m3.png
Scale bar: 50 um.
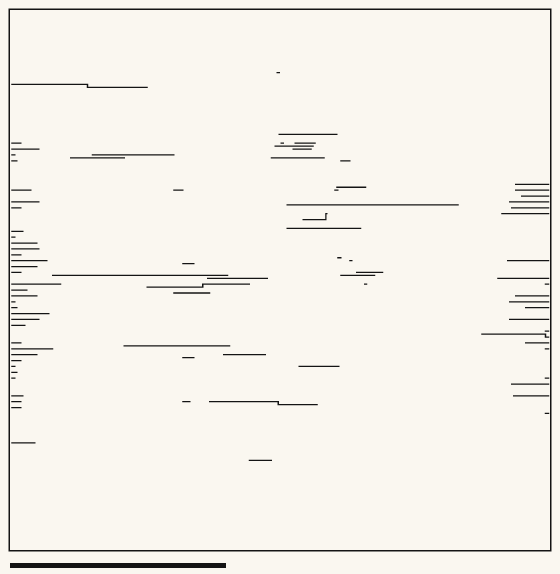
port_trees.png
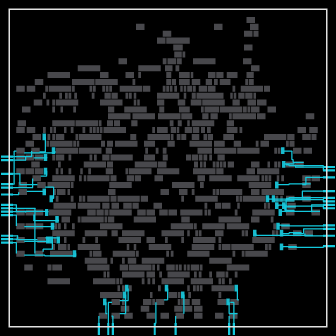
==> config.mk <==
export PLATFORM = sky130hd
export DESIGN_NAME = disp_imm_serializer
export DESIGN_NICKNAME = d
export VERILOG_FILES = /design/src/rtl/disp_imm_serializer.sv
export SDC_FILE = /design/constraint.sdc
export NUM_CORES = 1
export LEC_CHECK = 0
export ABC_CLOCK_PERIOD_IN_PS = 6600
export CORE_MARGIN = 2
export CORE_UTILIZATION = 30
export DETAILED_ROUTE_END_ITERATION = 6
export PLACE_DENSITY = 0.56
export RECOVER_POWER = 25
export SLEW_MARGIN = 30
export SYNTH_ARGS = -nofsm -noshare
export SYNTH_HDL_FRONTEND = slang
export SYNTH_SLANG_ARGS = --single-unit
==> constraint.sdc <==
create_clock -name clock -period 6.6 [get_ports clock]
set_input_delay 0.66 -clock clock [delete_from_list [all_inputs] [get_ports clock]]
set_output_delay 0.66 -clock clock [all_outputs]
set_load 0.03 [all_outputs]
==> results.txt <==
status -> finished, final reports clean
minimum clock period -> 3.57 ns
core area -> 14400 sq um
CP peak stage delay -> 0.58 ns
Setup crit start kind -> input pin
yosys stat chip area -> 4390 sq um
Synth top cells by count -> nand2_1 (209), dfrtp_1 (86), mux2i_1 (25)
clock sink total -> 87
fin crit share -> 54.2%
post-DP HPWL -> 8580 um
Slew HR -> 46.1%
PostCTS Resize Cnt -> 0
CP Cell Sequence -> clkdlybuf4s50_1, nand3_2, buf_4, o21ai_0, inv_1, ha_1, xor2_1, nor4b_1, o221ai_1, nand2_1
Hold Path Stages -> 2
sequential cell area -> 2180 sq um
DR iter-0 viols -> 235
Clock Latency Late Sink -> 0.33 ns
Via density -> 4.81
Clock Pin Slew Worst Setup and Hold Paths -> 0.06 ns
H-tree depth -> 3
Final setup viols -> 0
Cell Type Count -> 53
Setup crit end kind -> register
share of layout cells above drive strength 1 -> 5.70%
EDFF count, synth -> 0
filler cell count in the final layout -> 1449
logic area -> 2020 sq um
ys flop type -> dfrtp_1
area leader, netlist -> dfrtp_1
Top Family by Delay on Critical Path -> buffers and inverters
Synth top cell by count -> nand2_1
register area share after synthesis -> 49.6%
clock buffer depth -> 2
Worst Reg2Reg Path Length in Cells -> 11
CP Class -> input pin to register
initial antenna violation count -> 0
Die Size -> 15600 sq um
Worst Hold Margin -> 0.469 ns
crit path max-delay cell type -> nand3_2
Peak Freq -> 0.280 GHz
DRT antenna net count -> 0
Post-synth ARST share -> 100%
Post-Syn Area per Cell -> 9.15 sq um
Die W -> 125 um
synthesis-to-layout area growth -> 29.6%
Chip Height -> 125 um
Placement Rows -> 44
RSZ-0062 raised after global routing -> false
Post-CTS Setup Inserts -> 0
Tot GR Track Use -> 15.6%
Pwr Density -> 443 nW/um^2
synthesized area -> 4390 sq um
Core Util at FP -> 30.5%
Critical Path RT -> 6.87 ns
YS warnings -> 0
final setup TNS -> 0 ns
Post-synth regs -> 87
hold buffer count at cts -> 0
-- m3.png (at the start) --
wire length on this layer: 637 um
longest straight run: 40.5 um
main direction: horizontal
share of all routed wire: 5.3%
via count: 3580
routing usage on met3: 2.87%
WL final: 12100 um

-- port_trees.png (at the start) --
legend:
  immediate:
    color: cyan
    bits: 32
    direction: input
    end_cells: 32
    wire: 644 um
I/O Buffers: 90
# IOs: 91

layout by cell type, fill, tap and decap left out, types with 2 or more instances in the layout:
cell,Yosys,routed
clkinv_2,0,2
ha_1,13,13
or3_1,3,3
xor2_1,5,5
a21oi_1,3,3
nor2_1,4,4
nor3_1,4,4
o31a_1,2,2
and4b_1,3,3
nand2_1,209,209
xnor2_1,2,2
nand3b_1,2,2
o311ai_1,8,8
o21ai_0,4,4
dfrtp_1,86,86
or2_2,2,2
inv_1,15,14
clkdlybuf4s50_1,0,89
a31o_2,3,3
a31oi_1,2,2
o21bai_1,8,8
nand3_1,6,5
mux2i_1,25,25
o32a_1,8,8
o21a_1,3,3
nor2b_1,3,3
clkbuf_16,0,9
o211ai_1,8,8
worst min-delay path, delay by kind of cell (launching register included):
| family | cells | cell delay (ns) |
|---|---|---|
| AND/OR/NAND/NOR | 2 | 0.11 |
| flip-flops | 1 | 0.32 |
report_power, final:
part,internal (W),switching [W]
logic,0.000419,0.000746
registers,0.000769,0.0000958
clock network,0.000289,0.000203
total,0.00148,0.00105
cell type report:
type | count | area share (%)
clock inverter | 4 | 0.857
tap | 184 | 4.04
timing repair buffer | 92 | 16.2
sequential | 87 | 38.3
clock buffer | 10 | 4.02
multi-input combinational | 352 | 35.6
inverter | 16 | 1.08
routing by layer:
metal	up-vias	track usage, %	routed length [um]
li1	1757	-	-
met1	1699	22.5	5800
met2	108	23.5	5460
met3	16	2.87	636
met4	0	5.42	189
met5	-	0	0
cells by family after synthesis:
family | share of synthesized area [%]
flops | 49.6
mux | 5.70
fa+ha+maj | 3.70
compound gates | 11.5
buf+inv | 4.56
xor+xnor | 1.77
simple gates | 23.2
metrics by stage:
step | setup WS (ns) | cells | cell area, sq um
finish | 3.03 | 745 | 5690
global route | 2.73 | 745 | 5690
CTS | 2.93 | 745 | 5690
detailed placement | 2.63 | 731 | 5410
global placement | 2.83 | 731 | 5410
floorplan | 3.69 | 480 | 4390
Power is estimated from default activity; no workload was simulated.
